**Run 1: met1 routing**

Scale bar: 20 um. Supply wires on this layer in gray.
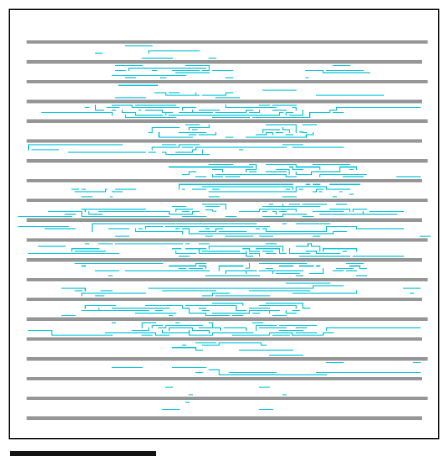
**Run 1: M2 wires**

Cells faint in the background.
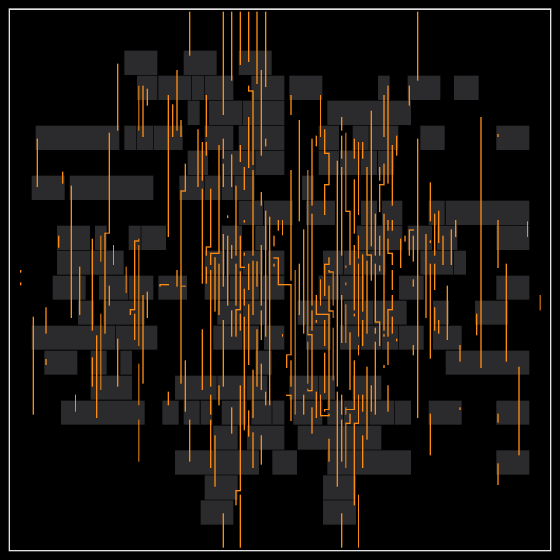
**Run 1: the metal 3 layer**

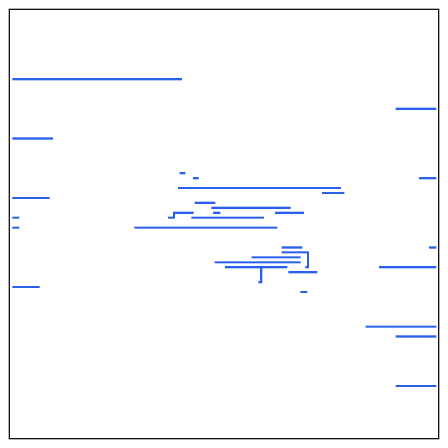
[src/rtl/counter_pkg.sv]
// ---------------------------------------------------------------------------
// counter_pkg
// Shared definitions for updown_mod_counter and its optional BCD converter.
//   conv_state_e     : converter state encoding (IDLE / CONV / DONE)
//   bcd_digits()     : number of decimal digits needed for a WIDTH-bit value
//   clamp_to_modulus : saturate a load value into the legal count range
// ---------------------------------------------------------------------------
package counter_pkg;

    typedef enum logic [1:0] {
        CONV_IDLE = 2'd0,
        CONV_RUN  = 2'd1,
        CONV_DONE = 2'd2
    } conv_state_e;

    // ceil(width * log10(2)), using log10(2) ~= 0.30103 in fixed point.
    function automatic int bcd_digits(input int width);
        return (width * 30103 + 99999) / 100000;
    endfunction

    function automatic int clamp_to_modulus(input int value, input int modulus);
        return (value >= modulus) ? (modulus - 1) : value;
    endfunction

endpackage

[src/rtl/bcd_conv_seq.sv]
// ---------------------------------------------------------------------------
// bcd_conv_seq
// Sequential binary-to-BCD converter (shift-add-3, one input bit per clk).
// Built only when COUNTER_BCD_EN is defined.
// Ports:
//   clk, rst_n : clock, asynchronous active-low reset
//   i_ena      : clock enable; low freezes all state
//   i_start    : request a conversion of i_bin (accepted in IDLE or DONE)
//   i_bin      : binary value, sampled on the accepting edge
//   o_busy     : conversion in progress (CONV state)
//   o_done     : one-state pulse; o_bcd holds the finished result
//   o_bcd      : packed BCD digits, least-significant digit in [3:0]
// ---------------------------------------------------------------------------
`ifdef COUNTER_BCD_EN
module bcd_conv_seq
    import counter_pkg::*;
#(
    parameter int WIDTH = 8
) (
    input  logic                               clk,
    input  logic                               rst_n,
    input  logic                               i_ena,
    input  logic                               i_start,
    input  logic [WIDTH-1:0]                   i_bin,
    output logic                               o_busy,
    output logic                               o_done,
    output logic [4*bcd_digits(WIDTH)-1:0]     o_bcd
);

    localparam int ND    = bcd_digits(WIDTH);
    localparam int CNT_W = $clog2(WIDTH);

    conv_state_e       r_state;
    conv_state_e       w_state_nxt;
    logic [WIDTH-1:0]  r_bin;
    logic [4*ND-1:0]   r_acc;
    logic [CNT_W-1:0]  r_bit_cnt;
    logic [4*ND-1:0]   w_adj;
    logic              w_accept;
    logic              w_last_bit;

    assign w_last_bit = (r_bit_cnt == CNT_W'(WIDTH - 1));
    // DONE may chain straight into a new conversion, which keeps the
    // worst-case refresh period at WIDTH+1 clocks.
    assign w_accept   = i_start && (r_state != CONV_RUN);

    // Add 3 to every digit >= 5 before the shift so it carries correctly.
    always_comb begin
        w_adj = r_acc;
        for (int d = 0; d < ND; d++) begin
            if (r_acc[4*d +: 4] >= 4'd5) begin
                w_adj[4*d +: 4] = r_acc[4*d +: 4] + 4'd3;
            end
        end
    end

    always_comb begin
        w_state_nxt = r_state;
        case (r_state)
            CONV_IDLE: if (i_start) w_state_nxt = CONV_RUN;
            CONV_RUN:  if (w_last_bit) w_state_nxt = CONV_DONE;
            CONV_DONE: w_state_nxt = i_start ? CONV_RUN : CONV_IDLE;
            default:   w_state_nxt = CONV_IDLE;
        endcase
    end

    always_ff @(posedge clk or negedge rst_n) begin
        if (!rst_n) begin
            r_state <= CONV_IDLE;
        end else if (i_ena) begin
            r_state <= w_state_nxt;
        end
    end

    // NOTE: the datapath registers are reset as well, so o_bcd reads zero
    // straight out of reset instead of stale or unknown digits.
    always_ff @(posedge clk or negedge rst_n) begin
        if (!rst_n) begin
            r_bin     <= '0;
            r_acc     <= '0;
            r_bit_cnt <= '0;
        end else if (i_ena) begin
            if (w_accept) begin
                r_bin     <= i_bin;
                r_acc     <= '0;
                r_bit_cnt <= '0;
            end else if (r_state == CONV_RUN) begin
                r_bin     <= r_bin << 1;
                r_acc     <= {w_adj[4*ND-2:0], r_bin[WIDTH-1]};
                r_bit_cnt <= r_bit_cnt + CNT_W'(1);
            end
        end
    end

    assign o_busy = (r_state == CONV_RUN);
    assign o_done = (r_state == CONV_DONE);
    assign o_bcd  = r_acc;

endmodule
`endif

[src/rtl/updown_mod_counter.sv]
// ---------------------------------------------------------------------------
// updown_mod_counter
// Up/down counter with programmable modulus, synchronous load (clamped),
// hold, registered terminal-count pulse and sticky wrap flag.
// Optional macro COUNTER_BCD_EN adds a sequential binary-to-BCD converter
// (bcd_conv_seq) and the bcd_out / bcd_valid ports.
// Ports:
//   clk, rst_n      : clock, asynchronous active-low reset
//   ena             : global enable; low freezes all state
//   up, down        : step requests (one step per clk; both/neither = no step)
//   hold            : freeze count
//   load, load_val  : synchronous load, clamped to MODULUS-1
//   count           : current count, always 0..MODULUS-1
//   tc              : one-cycle pulse in the cycle a wrapped value appears
//   wrapped         : sticky wrap flag, cleared by reset or load
//   bcd_out         : [COUNTER_BCD_EN] BCD digits of the last converted count
//   bcd_valid       : [COUNTER_BCD_EN] bcd_out matches the current count
// ---------------------------------------------------------------------------
module updown_mod_counter
    import counter_pkg::*;
#(
    parameter int WIDTH     = 8,
    parameter int MODULUS   = 256,
    parameter int RESET_VAL = 0
) (
    input  logic                            clk,
    input  logic                            rst_n,
    input  logic                            ena,
    input  logic                            up,
    input  logic                            down,
    input  logic                            hold,
    input  logic                            load,
    input  logic [WIDTH-1:0]                load_val,
    output logic [WIDTH-1:0]                count,
    output logic                            tc,
    output logic                            wrapped
`ifdef COUNTER_BCD_EN
    ,
    output logic [4*bcd_digits(WIDTH)-1:0]  bcd_out,
    output logic                            bcd_valid
`endif
);

    localparam logic [WIDTH-1:0] MAX_VAL = WIDTH'(MODULUS - 1);
    localparam logic [WIDTH-1:0] RST_VAL = WIDTH'(RESET_VAL);

    logic [WIDTH-1:0] r_count;
    logic             r_tc;
    logic             r_wrapped;
    logic [WIDTH-1:0] w_count_nxt;
    logic             w_tc_nxt;
    logic             w_wrapped_nxt;
    logic [WIDTH-1:0] w_load_clamped;

    assign w_load_clamped = WIDTH'(clamp_to_modulus(int'(load_val), MODULUS));

    // NOTE: every output of this block gets a default first, so no path
    // leaves a value unassigned and no latch is inferred.
    always_comb begin
        w_count_nxt   = r_count;
        w_tc_nxt      = 1'b0;
        w_wrapped_nxt = r_wrapped;
        if (load) begin
            w_count_nxt   = w_load_clamped;
            w_wrapped_nxt = 1'b0;
        end else if (!hold && up && !down) begin
            // Explicit compare even when MODULUS == 2**WIDTH, so tc still fires.
            if (r_count == MAX_VAL) begin
                w_count_nxt   = '0;
                w_tc_nxt      = 1'b1;
                w_wrapped_nxt = 1'b1;
            end else begin
                w_count_nxt = r_count + WIDTH'(1);
            end
        end else if (!hold && down && !up) begin
            if (r_count == '0) begin
                w_count_nxt   = MAX_VAL;
                w_tc_nxt      = 1'b1;
                w_wrapped_nxt = 1'b1;
            end else begin
                w_count_nxt = r_count - WIDTH'(1);
            end
        end
    end

    // NOTE: state registers use non-blocking assignments so every flop
    // samples the pre-edge values regardless of statement order.
    always_ff @(posedge clk or negedge rst_n) begin
        if (!rst_n) begin
            r_count   <= RST_VAL;
            r_tc      <= 1'b0;
            r_wrapped <= 1'b0;
        end else if (ena) begin
            r_count   <= w_count_nxt;
            r_tc      <= w_tc_nxt;
            r_wrapped <= w_wrapped_nxt;
        end else begin
            // A pulse must not stretch while the counter is frozen.
            r_tc <= 1'b0;
        end
    end

    assign count   = r_count;
    assign tc      = r_tc;
    assign wrapped = r_wrapped;

`ifdef COUNTER_BCD_EN
    localparam int ND = bcd_digits(WIDTH);

    logic             w_conv_busy;
    logic             w_conv_done;
    logic             w_conv_start;
    logic [4*ND-1:0]  w_conv_bcd;
    logic [WIDTH-1:0] r_snap;
    logic             r_snap_valid;
    logic [4*ND-1:0]  r_bcd_out;
    logic             r_bcd_valid;

    // r_snap is the value handed to the converter; r_snap_valid forces one
    // conversion after reset even when the count equals the reset snapshot.
    assign w_conv_start = !w_conv_busy && (!r_snap_valid || (r_count != r_snap));

    bcd_conv_seq #(
        .WIDTH (WIDTH)
    ) u_bcd_conv (
        .clk     (clk),
        .rst_n   (rst_n),
        .i_ena   (ena),
        .i_start (w_conv_start),
        .i_bin   (r_count),
        .o_busy  (w_conv_busy),
        .o_done  (w_conv_done),
        .o_bcd   (w_conv_bcd)
    );

    always_ff @(posedge clk or negedge rst_n) begin
        if (!rst_n) begin
            r_snap       <= '0;
            r_snap_valid <= 1'b0;
            r_bcd_out    <= '0;
            r_bcd_valid  <= 1'b0;
        end else if (ena) begin
            if (w_conv_start) begin
                r_snap       <= r_count;
                r_snap_valid <= 1'b1;
            end
            if (w_conv_done) begin
                r_bcd_out   <= w_conv_bcd;
                r_bcd_valid <= (r_snap == r_count);
            end else begin
                r_bcd_valid <= r_bcd_valid && (r_snap == r_count);
            end
        end
    end

    assign bcd_out   = r_bcd_out;
    assign bcd_valid = r_bcd_valid;
`endif

endmodule
[config.mk]
export PLATFORM = sky130hd
export DESIGN_NAME = updown_mod_counter
export DESIGN_NICKNAME = d
export VERILOG_FILES = /design/src/rtl/counter_pkg.sv /design/src/rtl/bcd_conv_seq.sv /design/src/rtl/updown_mod_counter.sv
export SDC_FILE = /design/constraint.sdc
export NUM_CORES = 1
export LEC_CHECK = 0
export CORE_MARGIN = 2
export CORE_UTILIZATION = 32
export CTS_CLUSTER_SIZE = 20
export DETAILED_ROUTE_END_ITERATION = 7
export GPL_ROUTABILITY_DRIVEN = 0
export PLACE_DENSITY = 0.53
export SYNTH_ARGS = -nofsm -noshare
export SYNTH_HDL_FRONTEND = slang
export SYNTH_SLANG_ARGS = --single-unit
[constraint.sdc]
create_clock -name clk -period 2.4 [get_ports clk]
set_input_delay 0.48 -clock clk [delete_from_list [all_inputs] [get_ports clk]]
set_output_delay 0.48 -clock clk [all_outputs]
set_load 0.05 [all_outputs]
==> reports/metrics.csv, run 1 <==
stage;metric;value;unit
outcome;result of the run;complete, no violations;
global_route;global-route usage over all layers;0.173;
yosys;Netlist Area Pre-Place;961;sq um
timing;Worst Clk Skew;6.10;ps
cells_and_area;post-layout instance area;1250;sq um
global_route;gr busiest metal;met1;
power;net switching share of the total power;0.477;
worst_setup_path;endpoint of the worst register-to-register path;count[0]$_DFFE_PN0P_;
detailed_routing;metal1 wirelength;1380;um
global_route;antenna violations before repair;0;
worst_hold_path;Worst Min Path Start;wrapped$_DFFE_PN0P_;
yosys;Cells after Synth;119;
worst_setup_path;capture point of the worst path;count[3];
detailed_routing;highest metal layer with signal wires;met4;
worst_setup_path;Critical Path Start Type;flip-flop;
yosys;number of synthesis warnings;0;
timing;hold violation count in the final report;0;
cts;clock latency on the worst-skew pair;280;ps
worst_setup_path;delay contributed by the slowest stage of the critical path;870;ps
cts;H-tree depth reported by CTS;1;
yosys;sequential cell area fraction in the yosys report;0.260;
timing;setup slack after layout;222;ps
cts;hold buffers post-CTS;0;
die;core area;2810;sq um
cells_and_area;multi-input combinational area share;0.509;
worst_setup_path;worst path bufs/invs;1;
worst_hold_path;Hold Path Cell Cnt;2;
die;initial core utilization;0.343;
About 'met1 routing':
- share of all routed wire: 48%
- nets with wire on the layer: 138
- longest straight run: 22.5 um
- wire length on this layer: 1380 um
- main direction: horizontal
DRT Wirelength: 2870 um
GR Layer Usage met1: 0.258
Vias: 1073

About 'M2 wires':
- main direction: vertical
- share of all routed wire: 44%
met2 usage in global routing: 0.251

About 'the metal 3 layer':
- longest straight run: 23.0 um
- wire length on this layer: 190 um
- share of all routed wire: 6.6%
- main direction: horizontal
- nets with wire on the layer: 27
met3 Use GR: 0.0462

-- run 1: Yosys cell counts (2+ instances only) --
master    instances  area [sq um]
nor4_1            5          31.3
dfrtp_1          10           250
o211ai_1          3          22.5
nor2_1            7          26.3
a221oi_1          2          17.5
nor3b_1           5          37.5
nor3_1            3          15.0
nand2b_1          2          12.5
xnor2_1           2          17.5
a31oi_1           4          25.0
nand4_1           3          18.8
and4_1            2          17.5
nand2_1           2          7.51
inv_1             7          26.3
o21ai_0           8          40.0
a211oi_1          2          15.0
o211a_1           2          20.0
or2_2             2          12.5
nand3_1           2          10.0
clkbuf_1          8          30.0
xor2_1            2          17.5
ha_1              3          37.5
a21oi_1           9          45.0
o221ai_1          2          17.5
## Run 2: what changed since run 1
CORE_UTILIZATION = 48   (was 32)
HOLD_SLACK_MARGIN = 0.15   (was not set)
PLACE_DENSITY = 0.76   (was 0.53)
**Run 2: M2 wires**

Cells faint in the background.
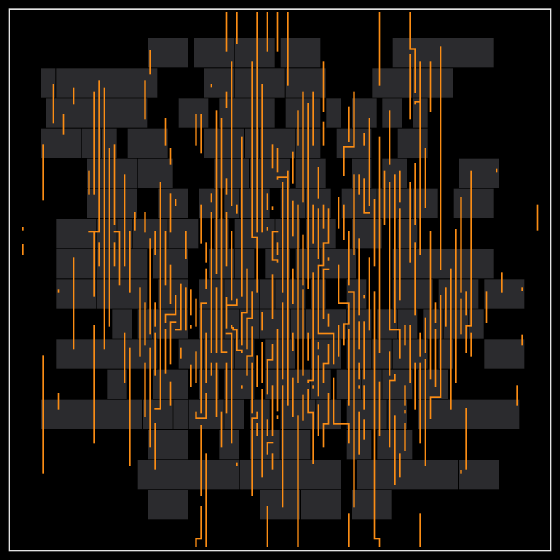
- wire length on this layer: 1320 um
- main direction: vertical

==> run 2 against run 1 <==
Largest power group unchanged. Combinational power fell by 4.6%. Critical path depth did not move. Clock skew fell by 2.7 ps. Synthesized cell count did not move. Worst hold slack got worse by 1.3 ps. Clock power rose by 33%. Area after synthesis did not move. Design area rose by 0.70%. Total power rose by 4.5%.
==> reports/metrics.csv, run 2 <==
stage;metric;value;unit;change
yosys;Synth top area share;0.260;;unchanged
cells_and_area;Non-Clock Buffer Area Fraction;0.220;;
yosys;Cells after Synth;119;;unchanged
cells_and_area;multi-input combinational area share;0.505;;-0.00353
die;core area;1920;sq um;-31%
cells_and_area;fill cell count;174;;
timing;minimum hold slack;517;ps;
place;Detail Placement HPWL;2010;um;
cts;hold buffers post-CTS;0;;unchanged
timing;setup slack after layout;146;ps;-76.2 ps
yosys;leading post-synthesis cells by cell area;dfrtp_1, a21oi_1, o21ai_0;;
yosys;Yosys Chip Area;961;sq um;
yosys;xor and xnor fraction of the mapped netlist area;0.0365;;
cells_and_area;area of combinational cells with multiple inputs;638;sq um;
detailed_routing;routed wirelength normalized by instance count;16.8;um;
timing;Worst Clk Skew;3.36;ps;-2.74 ps
worst_setup_path;crit-path cells;clkdlybuf4s50_1;;
worst_setup_path;capture point of the worst path;count[2];;
yosys;aoi/oai-family share of the synthesized area;0.293;;
yosys;Netlist Area Pre-Place;961;sq um;unchanged
worst_setup_path;delay contributed by the slowest stage of the critical path;890;ps;+20 ps
outcome;result of the run;complete, no violations;;
detailed_routing;DRT Wirelength;2830;um;-1.3%
global_route;antenna violations before repair;0;;unchanged
worst_setup_path;endpoint of the worst register-to-register path;count[0]$_DFFE_PN0P_;;
timing;final number of max-transition violations;0;;
yosys;top cell types by occurrence after synthesis;dfrtp_1, a21oi_1, clkbuf_1, o21ai_0;;
cells_and_area;Final clock-cell share;0.0287;;
yosys;number of synthesis warnings;0;;unchanged
yosys;cell taking the most area after synthesis;dfrtp_1;;
worst_setup_path;required time at the endpoint of the critical path;1920;ps;
die;initial core utilization;0.500;;+0.157
global_route;GR Layer Usage met1;0.377;;+0.120
global_route;global-route usage over all layers;0.265;;+0.0925
detailed_routing;Vias;1078;;+0.47%
cts;H-tree depth reported by CTS;1;;unchanged
cells_and_area;post-layout instance area;1260;sq um;+0.70%
worst_setup_path;critical path class;flip-flop to primary output;;
global_route;met2 usage in global routing;0.390;;+0.140
yosys;sequential cell area fraction in the yosys report;0.260;;unchanged
cells_and_area;Layout Area Growth over Synthesis;31.4;%;
global_route;met3 Use GR;0.0494;;+0.00323
global_route;first-pass GRT wire length;4880;um;
worst_setup_path;Critical Path Start Type;flip-flop;;
cts;clock latency on the worst-skew pair;280;ps;about the same
timing;hold violation count in the final report;0;;unchanged
cells_and_area;number of multi-input combinational cells in the layout;92;;
yosys;Synth top cell by count;dfrtp_1;;
global_route;gr busiest metal;met2;;
-- run 2: netlist changes by cell type in the layout (fill, tap and decap cells not counted), sizes merged --
cell    previous run  this run
clkbuf             3         4
-- run 2: per-layer routing --
| layer | vias to the layer above | share of wire |
|---|---|---|
| met5 | - | 0 |
| met4 | 0 | 0.019 |
| met3 | 7 | 0.090 |
| met2 | 59 | 0.46 |
| met1 | 500 | 0.43 |
| li1 | 512 | - |
-- run 2: report_power, final --
| group | internal [W] | switching, W |
|---|---|---|
| Sequential | 0.000198 | 0.0000752 |
| Combinational | 0.000175 | 0.000261 |
| Clock | 0.0000924 | 0.0000737 |
| Total | 0.000465 | 0.000410 |
-- run 2: worst register-to-register path: stages (launching register included) --
cell,delay (ps)
dfrtp_1,530
or3_4,460
or4_1,510
a211o_1,310
a22oi_2,120
Power figures rest on the tool's default switching activity, not on a simulated workload.
